[config.mk]
export PLATFORM = sky130hd
export DESIGN_NAME = mdio_phy_responder
export DESIGN_NICKNAME = d
export VERILOG_FILES = /design/src/rtl/mdio_pkg.sv /design/src/rtl/mdio_edge_sync.sv /design/src/rtl/mdio_phy_responder.sv
export SDC_FILE = /design/constraint.sdc
export NUM_CORES = 1
export LEC_CHECK = 0
export ABC_AREA = 1
export ABC_CLOCK_PERIOD_IN_PS = 2300
export CORE_MARGIN = 4
export CORE_UTILIZATION = 55
export CTS_CLUSTER_DIAMETER = 80
export DETAILED_ROUTE_END_ITERATION = 8
export PLACE_DENSITY_LB_ADDON = 0.12
export SLEW_MARGIN = 10
export SYNTH_ARGS = -nofsm -noshare
export SYNTH_HDL_FRONTEND = slang
export SYNTH_HIERARCHICAL = 1
export SYNTH_SLANG_ARGS = --single-unit
[constraint.sdc]
create_clock -name clk -period 2.3 [get_ports clk]
set_input_delay 0.46 -clock clk [delete_from_list [all_inputs] [get_ports clk]]
set_output_delay 0.46 -clock clk [all_outputs]
set_load 0.01 [all_outputs]
[src/rtl/mdio_pkg.sv]
// Shared Clause-22 MDIO definitions: frame field codes, field widths,
// responder FSM states and the PHY address acceptance rule.
package mdio_pkg;

  localparam logic [1:0] OP_READ  = 2'b10;
  localparam logic [1:0] OP_WRITE = 2'b01;
  localparam logic [1:0] ST_BITS  = 2'b01;
  localparam logic [1:0] TA_WR    = 2'b10;

  localparam int PHYAD_W    = 5;
  localparam int REGAD_W    = 5;
  localparam int DATA_W     = 16;
  localparam int FRAME_BITS = 32;

  // Bit index (after preamble) of the last bit of each field.
  localparam logic [4:0] K_ST_END    = 5'd1;
  localparam logic [4:0] K_OP_END    = 5'd3;
  localparam logic [4:0] K_PHYAD_END = 5'd8;
  localparam logic [4:0] K_REGAD_END = 5'd13;
  localparam logic [4:0] K_TA_END    = 5'd15;
  localparam logic [4:0] K_LAST      = 5'd31;

  typedef enum logic [3:0] {
    S_IDLE,
    S_ST,
    S_OP,
    S_PHYAD,
    S_REGAD,
    S_TA_RD,
    S_TA_WR,
    S_DATA_RD,
    S_DATA_WR
  } mdio_state_e;

  // Address 0 is a broadcast alias for writes only when broadcast is
  // enabled; reads to address 0 are then never answered, so two PHYs
  // can never fight over the line.
  function automatic logic phyad_ok(input logic [PHYAD_W-1:0] rx_addr,
                                    input logic [PHYAD_W-1:0] strap_addr,
                                    input logic               is_wr,
                                    input logic               bcast_en);
    logic ok;
    ok = (rx_addr == strap_addr);
    if (bcast_en && (rx_addr == '0)) begin
      ok = is_wr;
    end
    return ok;
  endfunction

endpackage

[src/rtl/mdio_edge_sync.sv]
// Input synchronizers for MDC and MDIO, plus MDC rising-edge detection
// in the clk domain. Both lines see the same latency so MDIO is sampled
// coherently with the detected MDC rise.
module mdio_edge_sync #(
  parameter int SYNC_STAGES = 2
) (
  input  logic clk,
  input  logic reset,
  input  logic mdc,
  input  logic mdio_in,
  output logic mdc_rise,
  output logic mdio_s
);

  localparam int N = (SYNC_STAGES < 2) ? 2 : SYNC_STAGES;

  logic [N-1:0] mdc_sync_q;
  logic [N-1:0] mdio_sync_q;
  logic         mdc_prev_q;

  // Synchronizer chains; reset to 1 so an MDC that is already high when
  // reset releases is not mistaken for a rising edge.
  always_ff @(posedge clk) begin
    if (reset) begin
      mdc_sync_q  <= '1;
      mdio_sync_q <= '1;
      mdc_prev_q  <= 1'b1;
    end else begin
      mdc_sync_q  <= {mdc_sync_q[N-2:0], mdc};
      mdio_sync_q <= {mdio_sync_q[N-2:0], mdio_in};
      mdc_prev_q  <= mdc_sync_q[N-1];
    end
  end

  assign mdc_rise = mdc_sync_q[N-1] & ~mdc_prev_q;
  assign mdio_s   = mdio_sync_q[N-1];

endmodule

[src/rtl/mdio_phy_responder.sv]
// Clause-22 MDIO responder (PHY side). Decodes frames on MDC rises,
// drives read data back on MDIO and issues single-cycle register strobes.
module mdio_phy_responder
  import mdio_pkg::*;
#(
  parameter int PREAMBLE_LEN = 32,
  parameter int SYNC_STAGES  = 2,
  parameter int BCAST_EN     = 0
) (
  input  logic               clk,
  input  logic               reset,
  input  logic [PHYAD_W-1:0] phy_addr,
  input  logic               mdc,
  input  logic               mdio_in,
  output logic               mdio_out,
  output logic               mdio_oe,
  output logic [REGAD_W-1:0] reg_addr,
  output logic               reg_rd_en,
  input  logic [DATA_W-1:0]  reg_rd_data,
  output logic               reg_wr_en,
  output logic [DATA_W-1:0]  reg_wr_data,
  output logic               busy,
  output logic               frame_err
);

  localparam int PCW = (PREAMBLE_LEN < 1) ? 1 : $clog2(PREAMBLE_LEN + 1);
  localparam logic [PCW-1:0] PRE_MAX = PCW'(PREAMBLE_LEN);

  logic mdc_rise;
  logic mdio_s;

  mdio_edge_sync #(
    .SYNC_STAGES(SYNC_STAGES)
  ) u_sync (
    .clk     (clk),
    .reset   (reset),
    .mdc     (mdc),
    .mdio_in (mdio_in),
    .mdc_rise(mdc_rise),
    .mdio_s  (mdio_s)
  );

  mdio_state_e         state_q;
  logic [PCW-1:0]      pre_cnt_q;
  logic [4:0]          bit_cnt_q;
  logic [DATA_W-1:0]   shift_q;
  logic                is_wr_q;
  logic                rd_cap_q;
  logic                mdio_out_q;
  logic                mdio_oe_q;
  logic [REGAD_W-1:0]  reg_addr_q;
  logic                rd_en_q;
  logic                wr_en_q;
  logic [DATA_W-1:0]   wr_data_q;
  logic                busy_q;
  logic                ferr_q;

  logic [DATA_W-1:0]   shift_d;
  logic [4:0]          k_d;
  logic                abort_d;

  // Next shift value, index of the bit being sampled and abort conditions.
  always_comb begin
    shift_d = {shift_q[DATA_W-2:0], mdio_s};
    k_d     = bit_cnt_q + 5'd1;
    abort_d = 1'b0;
    if (mdc_rise) begin
      case (state_q)
        S_ST:    abort_d = !mdio_s;
        S_OP:    abort_d = (k_d == K_OP_END) &&
                           (shift_d[1:0] != OP_READ) && (shift_d[1:0] != OP_WRITE);
        S_PHYAD: abort_d = (k_d == K_PHYAD_END) &&
                           !phyad_ok(shift_d[PHYAD_W-1:0], phy_addr, is_wr_q, BCAST_EN != 0);
        S_TA_WR: abort_d = (k_d == K_TA_END) && (shift_d[1:0] != TA_WR);
        default: abort_d = 1'b0;
      endcase
    end
  end

  // Frame FSM with registered outputs; all bus actions happen on MDC rises.
  always_ff @(posedge clk) begin
    if (reset) begin
      state_q    <= S_IDLE;
      pre_cnt_q  <= '0;
      bit_cnt_q  <= '0;
      shift_q    <= '0;
      is_wr_q    <= 1'b0;
      rd_cap_q   <= 1'b0;
      mdio_out_q <= 1'b1;
      mdio_oe_q  <= 1'b0;
      reg_addr_q <= '0;
      rd_en_q    <= 1'b0;
      wr_en_q    <= 1'b0;
      wr_data_q  <= '0;
      busy_q     <= 1'b0;
      ferr_q     <= 1'b0;
    end else begin
      rd_en_q  <= 1'b0;
      wr_en_q  <= 1'b0;
      ferr_q   <= 1'b0;
      rd_cap_q <= rd_en_q;
      // Read data arrives one clk after the strobe; long before rise 15.
      if (rd_cap_q) begin
        shift_q <= reg_rd_data;
      end

      if (abort_d) begin
        ferr_q     <= 1'b1;
        busy_q     <= 1'b0;
        mdio_oe_q  <= 1'b0;
        mdio_out_q <= 1'b1;
        pre_cnt_q  <= '0;
        state_q    <= S_IDLE;
      end else if (mdc_rise) begin
        if (state_q != S_IDLE) begin
          bit_cnt_q <= k_d;
        end
        case (state_q)
          S_IDLE: begin
            if (mdio_s) begin
              if (pre_cnt_q < PRE_MAX) begin
                pre_cnt_q <= pre_cnt_q + 1'b1;
              end
            end else if (pre_cnt_q >= PRE_MAX) begin
              // This 0 is ST bit 0.
              state_q   <= S_ST;
              busy_q    <= 1'b1;
              bit_cnt_q <= '0;
              pre_cnt_q <= '0;
            end else begin
              pre_cnt_q <= '0;
            end
          end

          S_ST: begin
            shift_q <= shift_d;
            state_q <= S_OP;
          end

          S_OP: begin
            shift_q <= shift_d;
            if (k_d == K_OP_END) begin
              is_wr_q <= (shift_d[1:0] == OP_WRITE);
              state_q <= S_PHYAD;
            end
          end

          S_PHYAD: begin
            shift_q <= shift_d;
            if (k_d == K_PHYAD_END) begin
              state_q <= S_REGAD;
            end
          end

          S_REGAD: begin
            shift_q <= shift_d;
            if (k_d == K_REGAD_END) begin
              reg_addr_q <= shift_d[REGAD_W-1:0];
              if (is_wr_q) begin
                state_q <= S_TA_WR;
              end else begin
                rd_en_q <= 1'b1;
                state_q <= S_TA_RD;
              end
            end
          end

          S_TA_RD: begin
            mdio_oe_q  <= 1'b1;
            mdio_out_q <= 1'b0;
            state_q    <= S_DATA_RD;
          end

          S_TA_WR: begin
            shift_q <= shift_d;
            if (k_d == K_TA_END) begin
              state_q <= S_DATA_WR;
            end
          end

          S_DATA_RD: begin
            if (k_d == K_LAST) begin
              mdio_oe_q  <= 1'b0;
              mdio_out_q <= 1'b1;
              busy_q     <= 1'b0;
              pre_cnt_q  <= '0;
              state_q    <= S_IDLE;
            end else begin
              mdio_out_q <= shift_q[DATA_W-1];
              shift_q    <= {shift_q[DATA_W-2:0], 1'b0};
            end
          end

          S_DATA_WR: begin
            shift_q <= shift_d;
            if (k_d == K_LAST) begin
              wr_data_q <= shift_d;
              wr_en_q   <= 1'b1;
              busy_q    <= 1'b0;
              pre_cnt_q <= '0;
              state_q   <= S_IDLE;
            end
          end

          default: begin
            state_q <= S_IDLE;
          end
        endcase
      end
    end
  end

  // Reset releases the line combinationally, ahead of the registered clear.
  assign mdio_oe     = mdio_oe_q & ~reset;
  assign mdio_out    = mdio_out_q;
  assign reg_addr    = reg_addr_q;
  assign reg_rd_en   = rd_en_q;
  assign reg_wr_en   = wr_en_q;
  assign reg_wr_data = wr_data_q;
  assign busy        = busy_q;
  assign frame_err   = ferr_q;

endmodule

Cells by drive strength:
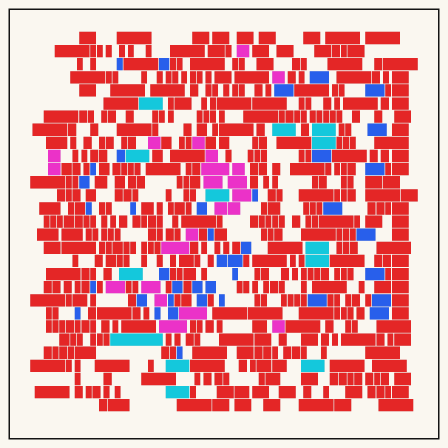
Cyan shows _6 and larger, cells 13, share 2.2%, most used clkbuf_8. Red shows _0 and _1 cells, cells 519, share 88%, most used nand2_1. Blue shows _2 cells, cells 39, share 6.6%, most used inv_2. Magenta shows _3 and _4 cells, cells 22, share 3.7%, most used buf_4.

Placement by cell class:
Scale bar: 20 µm.
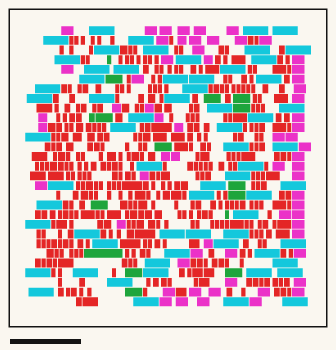
Magenta shows other buffers and delay cells, cells 64. Green shows clock drivers and dummy loads, cells 16. Cyan shows flops, cells 65. Red shows combinational and other logic, cells 448.
Seq area share: 29.6%
Core ar.: 6350 µm²
row count: 29
final instance area: 4390 µm²

Track usage over the die:
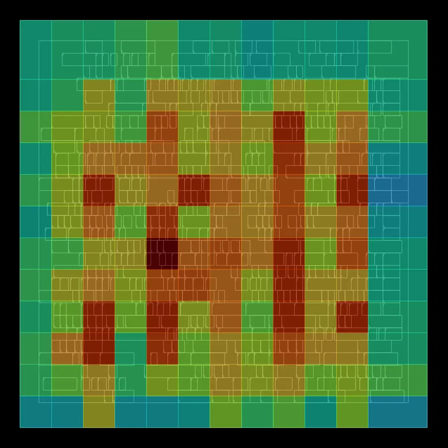
total track usage: 23.3%
post-layout util: 69.2%

Routed metal per tile:
Scale bar: 20 µm. 18 x 18 tiles, from dark purple (low) to yellow (high), scaled to the fullest tile. Values are wire area over tile area, all layers added.
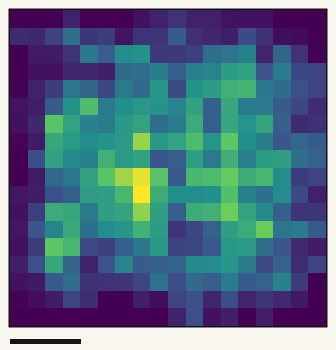
11% of the tiles are nearly empty. 25% of the tiles are over half the peak. The emptiest ninth of the die: top left. The mean over all tiles is 0.18.
vias: 3513
routed wire length: 8630 µm

Wires at chosen ports, followed through buffers:
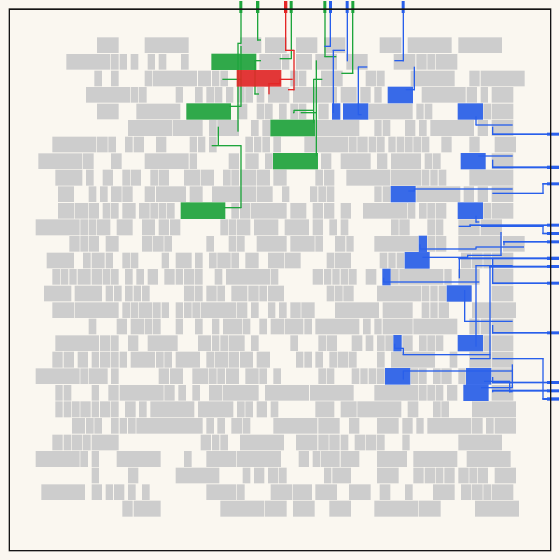
Green shows reg_addr, bits 5, direction output, end cells 5, buffers 5, wire 129 µm. Blue shows reg_rd_data, bits 16, direction input, end cells 16, buffers 16, wire 387 µm. Red shows reg_rd_en, bits 1, direction output, end cells 1, buffers 1, wire 21.4 µm.
I/O Buffers: 51
I/O Pins: 52

==> run notes <==
flow finished, numbers: status=finished clean, Max-area cell class=multi-input combinational cells, R2R Setup Slk=250 ps, type of origin of the critical path=flip-flop, Worst R2R End=shift_q[14]$_SDFF_PP0_, period utilization=89.2%, Top delay family on crit path=simple AND/OR/NAND/NOR gates, xor/xnor share=1.46%, final setup violation count=0, OpenROAD warning count=31, Post-DRT Antenna Nets=0, met1 global-route usage=26.8%, vias in the first global route=3300, Die Size=7880 µm², uppermost layer routed=met4, Synth cell types=34, register area=1300 µm², sw frac=21.3%, Met3 Wirelength=400 µm, P_comb=0.105 mW, clock buffers=14, hold path depth=2, Ys Warns=6, CTS tree=yes, leakage power=1.91 nW, Critical Path, Cell by Cell=ha_1 -> inv_1 -> nand2_1 -> nand2_2 -> nand3_1 -> nor2_1 -> nand4_1 -> nand2_1 -> o21ai_4 -> nor2_4 -> nand2_1 -> nand2_1, Non-clock buffers=64, CTS max path bufs=2, post_cts resized=0, Int Power=1.77 mW, WHS Endpoint=u_sync/mdio_sync_q[1]$_SDFF_PP1_, register share after synthesis=36.3%, mapped cell area=3590 µm², WS Path Type=flip-flop to flip-flop, pre-CTS setup slack=42.3 ps, RSZ-0062 raised after global routing=false, Slew headroom=73.2%, Final GP Congestion=0.895, Post-Layout Cell Count=670, yosys synthesis chip area=3590 µm², antenna violations before repair=0, worst setup path start=bit_cnt_q[0]$_SDFFE_PP0P_, Root Driver=clkbuf_8, grt met2 use=41.6%, Worst Hold Class=flip-flop to flip-flop, Slowest cell on crit path=dfxtp_1, Critical Path Sink=shift_q[14]$_SDFF_PP0_, grt peak-use layer=met2, clock latency on the worst-skew pair=340 ps, Top cells excl fill/tap=nand2_1 (158), inv_1 (66), dfxtp_1 (65), crit path time final=2050 ps, Non-clock buffer share=13.8%, Critical Path Max Stage Delay=320 ps, Seq power=1.13 mW, most common logic cell in the routed design=nand2_1, top cells by count=nand2_1 (158), inv_1 (66), dfxtp_1 (65), Critical Path Sink Type=flip-flop, Adder Share, Synth=2.09%, count leader, synth=nand2_1, sequential power share=50.3%, hold_sp=u_sync/mdio_sync_q[0]$_SDFF_PP1_, Dominant flop cell=dfxtp_1, Worst-path clk slew=70 ps, Worst-Margin Slew=402 ps, layout cells sized above 1=12.5%, Top area cell types=dfxtp_1 (36%), nand2_1 (17%), inv_1 (6.9%), nand3_1 (5.9%), a21oi_1 (4.3%), first-pass GRT wire length=14400 µm, Post-Route M1 WL=3650 µm, clock-net power=1.02 mW, Peak Freq=488 MHz, Post-CTS Setup Bufs=0, DPL Wire Length=6250 µm, Hold WS=407 ps, initial detailed-routing violation count=141, ao+oa area frac=11.0%, clock skew=6.11 ps, yosys cell count=533, DIE WIDTH=88.8 µm, mux frac, synth=3.77%
Power figures rest on the tool's default switching activity, not on a simulated workload.
